Fig. 1: signal metal coverage by tile
(4 px per um) The die is cut into 9 by 15 equal tiles; dark purple is low, yellow is high, scaled to the fullest tile. Values are wire area over tile area, all layers added.
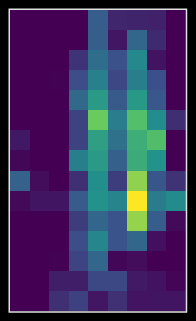
Fig. 2: cell sizes after repair
(6 px per um)
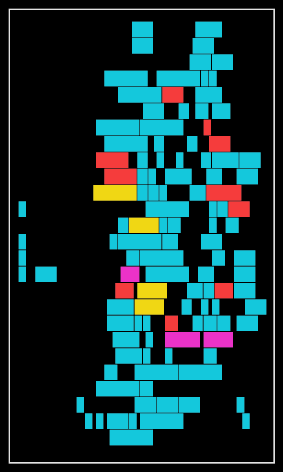
Fig. 3: placement view
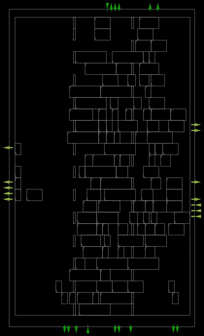
--- src/rtl/read_address_sequencer.sv ---
// rtl/read_address_sequencer.sv - GCN combination-pass read address walker (optional READ_ADDR_STALL_CNT_EN stall counter)
module read_address_sequencer #(
    parameter int WEIGHT_COLS           = 3,
    parameter int FEATURE_ROWS          = 6,
    parameter int ADDR_WIDTH            = 13,
    parameter int WEIGHT_BASE           = 0,
    parameter int FEATURE_BASE          = 512,
    parameter int COUNTER_WEIGHT_WIDTH  = (WEIGHT_COLS > 1) ? $clog2(WEIGHT_COLS) : 1,
    parameter int COUNTER_FEATURE_WIDTH = (FEATURE_ROWS > 1) ? $clog2(FEATURE_ROWS) : 1
) (
    input  logic                             clk,
    input  logic                             reset,
    input  logic                             start,
    input  logic                             abort,
    input  logic                             read_ready,
    output logic                             read_valid,
    output logic [ADDR_WIDTH-1:0]            read_address,
    output logic                             read_is_feature,
    output logic [COUNTER_WEIGHT_WIDTH-1:0]  weight_count,
    output logic [COUNTER_FEATURE_WIDTH-1:0] feature_count,
    output logic                             busy,
    output logic                             done
`ifdef READ_ADDR_STALL_CNT_EN
    ,
    output logic [15:0]                      stall_count
`endif
);

    localparam logic [1:0] S_IDLE    = 2'd0;
    localparam logic [1:0] S_WEIGHT  = 2'd1;
    localparam logic [1:0] S_FEATURE = 2'd2;
    localparam logic [1:0] S_DONE    = 2'd3;

    localparam logic [COUNTER_WEIGHT_WIDTH-1:0]  W_LAST = COUNTER_WEIGHT_WIDTH'(WEIGHT_COLS - 1);
    localparam logic [COUNTER_FEATURE_WIDTH-1:0] F_LAST = COUNTER_FEATURE_WIDTH'(FEATURE_ROWS - 1);
    localparam logic [ADDR_WIDTH-1:0]            W_BASE = ADDR_WIDTH'(WEIGHT_BASE);
    localparam logic [ADDR_WIDTH-1:0]            F_BASE = ADDR_WIDTH'(FEATURE_BASE);

    // Bad geometry must stop elaboration rather than silently wrap addresses.
    if (WEIGHT_COLS < 1) begin : g_bad_weight_cols
        $error("read_address_sequencer: WEIGHT_COLS must be >= 1");
    end
    if (FEATURE_ROWS < 1) begin : g_bad_feature_rows
        $error("read_address_sequencer: FEATURE_ROWS must be >= 1");
    end
    if ((64'(FEATURE_BASE) + 64'(FEATURE_ROWS) - 64'd1) >= (64'd1 << ADDR_WIDTH)) begin : g_bad_feature_range
        $error("read_address_sequencer: feature range exceeds ADDR_WIDTH");
    end
    if ((64'(WEIGHT_BASE) + 64'(WEIGHT_COLS) - 64'd1) >= (64'd1 << ADDR_WIDTH)) begin : g_bad_weight_range
        $error("read_address_sequencer: weight range exceeds ADDR_WIDTH");
    end

    logic [1:0]                       r_state;
    logic                             r_read_valid;
    logic [ADDR_WIDTH-1:0]            r_read_address;
    logic                             r_read_is_feature;
    logic [COUNTER_WEIGHT_WIDTH-1:0]  r_weight_count;
    logic [COUNTER_FEATURE_WIDTH-1:0] r_feature_count;
    logic                             r_busy;
    logic                             r_done;

    logic [1:0]                       w_next_state;
    logic [COUNTER_WEIGHT_WIDTH-1:0]  w_next_weight_count;
    logic [COUNTER_FEATURE_WIDTH-1:0] w_next_feature_count;
    logic                             w_next_is_feature;
    logic [ADDR_WIDTH-1:0]            w_next_address;
    logic                             w_start_accept;

    assign w_start_accept = (r_state == S_IDLE) && start && !abort;

    always_comb begin
        w_next_state         = r_state;
        w_next_weight_count  = r_weight_count;
        w_next_feature_count = r_feature_count;
        w_next_is_feature    = r_read_is_feature;

        case (r_state)
            S_IDLE: begin
                if (w_start_accept) begin
                    w_next_state         = S_WEIGHT;
                    w_next_weight_count  = '0;
                    w_next_feature_count = '0;
                end
            end
            S_WEIGHT: begin
                if (read_ready) begin
                    w_next_state         = S_FEATURE;
                    w_next_feature_count = '0;
                end
            end
            S_FEATURE: begin
                if (read_ready) begin
                    if (r_feature_count != F_LAST) begin
                        w_next_feature_count = r_feature_count + COUNTER_FEATURE_WIDTH'(1);
                    end else if (r_weight_count != W_LAST) begin
                        w_next_weight_count  = r_weight_count + COUNTER_WEIGHT_WIDTH'(1);
                        w_next_feature_count = '0;
                        w_next_state         = S_WEIGHT;
                    end else begin
                        w_next_state = S_DONE;
                    end
                end
            end
            default: begin
                w_next_state = S_IDLE;
            end
        endcase

        // Abort discards any in-flight transfer and returns to a clean idle.
        if (abort && (r_state != S_IDLE)) begin
            w_next_state         = S_IDLE;
            w_next_weight_count  = '0;
            w_next_feature_count = '0;
            w_next_is_feature    = 1'b0;
        end

        if (w_next_state == S_WEIGHT) begin
            w_next_is_feature = 1'b0;
        end else if (w_next_state == S_FEATURE) begin
            w_next_is_feature = 1'b1;
        end

        w_next_address = w_next_is_feature ? (F_BASE + ADDR_WIDTH'(w_next_feature_count))
                                           : (W_BASE + ADDR_WIDTH'(w_next_weight_count));
    end

    always_ff @(posedge clk) begin
        if (reset) begin
            r_state           <= S_IDLE;
            r_read_valid      <= 1'b0;
            r_read_address    <= '0;
            r_read_is_feature <= 1'b0;
            r_weight_count    <= '0;
            r_feature_count   <= '0;
            r_busy            <= 1'b0;
            r_done            <= 1'b0;
        end else begin
            r_state           <= w_next_state;
            r_read_valid      <= (w_next_state == S_WEIGHT) || (w_next_state == S_FEATURE);
            r_read_address    <= w_next_address;
            r_read_is_feature <= w_next_is_feature;
            r_weight_count    <= w_next_weight_count;
            r_feature_count   <= w_next_feature_count;
            r_busy            <= (w_next_state != S_IDLE);
            r_done            <= (w_next_state == S_DONE);
        end
    end

    assign read_valid      = r_read_valid;
    assign read_address    = r_read_address;
    assign read_is_feature = r_read_is_feature;
    assign weight_count    = r_weight_count;
    assign feature_count   = r_feature_count;
    assign busy            = r_busy;
    assign done            = r_done;

`ifdef READ_ADDR_STALL_CNT_EN
    logic [15:0] r_stall_count;

    always_ff @(posedge clk) begin
        if (reset) begin
            r_stall_count <= '0;
        end else if (w_start_accept) begin
            r_stall_count <= '0;
        end else if (r_read_valid && !read_ready && (r_stall_count != 16'hFFFF)) begin
            r_stall_count <= r_stall_count + 16'd1;
        end
    end

    assign stall_count = r_stall_count;
`else
    // Stall instrumentation is not built in this configuration.
`endif

endmodule

--- config.mk ---
export PLATFORM = sky130hd
export DESIGN_NAME = read_address_sequencer
export DESIGN_NICKNAME = d
export VERILOG_FILES = /design/src/rtl/read_address_sequencer.sv
export SDC_FILE = /design/constraint.sdc
export NUM_CORES = 1
export LEC_CHECK = 0
export ABC_AREA = 0
export CAP_MARGIN = 20
export CORE_ASPECT_RATIO = 1.75
export CORE_MARGIN = 1
export CORE_UTILIZATION = 30
export CTS_CLUSTER_DIAMETER = 50
export DETAILED_ROUTE_END_ITERATION = 7
export PLACE_DENSITY = 0.61
export SLEW_MARGIN = 20
export SYNTH_ARGS = -nofsm -noshare
export SYNTH_HDL_FRONTEND = slang
export SYNTH_SLANG_ARGS = --single-unit
--- constraint.sdc ---
create_clock -name clk -period 4.13 [get_ports clk]
set_input_delay 0.826 -clock clk [delete_from_list [all_inputs] [get_ports clk]]
set_output_delay 0.826 -clock clk [all_outputs]
set_load 0.01 [all_outputs]
==> GITHUB_STEP_SUMMARY <==
## PnR job results

| Metric | Value |
|---|---|
| Cell depth of the worst flop-to-flop path | `10` |
| Multi-input combinational cell count | `roughly 73` |
| Biggest cell delay along the critical path | `between 0.6 and 0.7 ns` |
| Number of non-filler instances in the completed layout | `between 100 and 150` |
| Highest ir drop seen on vdd | `between 0.1 and 0.15 mV` |
| Routability Congestion | `around 0.80` |
| Post-cts gate resize count | `0` |
| Pwr Total | `roughly 0.00030 W` |
| Crit path arrival time | `2.81 ns` |
| Total Routed Length | `1.70 mm` |
| Worst hold slack across all endpoints | `about 0.54 ns` |
| Level count of the clock H-tree | `1` |
| Final tally of max-slew violations | `0` |
| Mapped Avg Cell Area | `between 9 and 10 um^2` |
| Seq share, synth | `0.326` |
| Result of the run | `finished, final reports clean` |
| Leading power group | `sequential cells` |
| Average via count per standard cell | `about 4.8` |
| Levels on crit path | `10` |
| Min-delay worst type | `register to register` |
| Cell repeated most along the worst path | `sky130_fd_sc_hd__a21oi_1` |
| Clock latency on the worst-skew pair | `0.24 ns` |
| Top cell type by total area after synthesis | `sky130_fd_sc_hd__dfxtp_1` |
| Effective utilization at floorplan | `0.315` |
| Total standard cell area after synthesis | `~920 um^2` |
| Unrepaired setup endpoints after global routing | `no` |
| Seq/total area | `0.272` |
| Cell depth of the worst hold path | `2` |
| List of most frequent post-synthesis cells | `sky130_fd_sc_hd__dfxtp_1 (15), sky130_fd_sc_hd__buf_4 (10), sky130_fd_sc_hd__nor2_1 (9)` |
| Clock Sinks | `15` |
| Flop count | `15` |
| Remaining Overflow, GRT | `0` |
| Count of buffering cells on the critical path with inverters included | `1` |
| Cell Type Count | `34` |
| Vias in the first global route | `just under 700` |
| Top cells excl fill/tap | `sky130_fd_sc_hd__clkdlybuf4s50_1 (17), sky130_fd_sc_hd__dfxtp_1 (15), sky130_fd_sc_hd__nor2_1 (9), sky130_fd_sc_hd__conb_1 (9)` |
| Combined flip-flop and latch cell area | `approximately 300 um^2` |
| Number of top-level pins | `27` |
| Slowest cell on crit path | `sky130_fd_sc_hd__clkdlybuf4s50_1` |
| Sum of routed wire segments on met1 | `~600 um` |
| Area fraction in full adders, half adders and majority gates | `0.109` |
Back to the opening pictures, Fig. 1:
tiles over half the peak	10%
fullest tile	0.44
nearly empty tiles	38%
densest ninth of the die	right middle
DR WL/cell: 11.9 um
GRT Total Usage: 0.115

Back to the opening pictures, Fig. 2:
colour	size	cells
red	_2 cells	10
cyan	_0 and _1 cells	98
yellow	_6 and larger	4
magenta	_3 and _4 cells	3
growth of design area from synthesis to finish: 19.8%
Final Instance Area: 0.00110 mm^2

Back to the opening pictures, Fig. 3:
number of standard-cell rows in the floorplan: 26
number of filler cells placed in the layout: 304

Power is estimated from default activity; no workload was simulated.
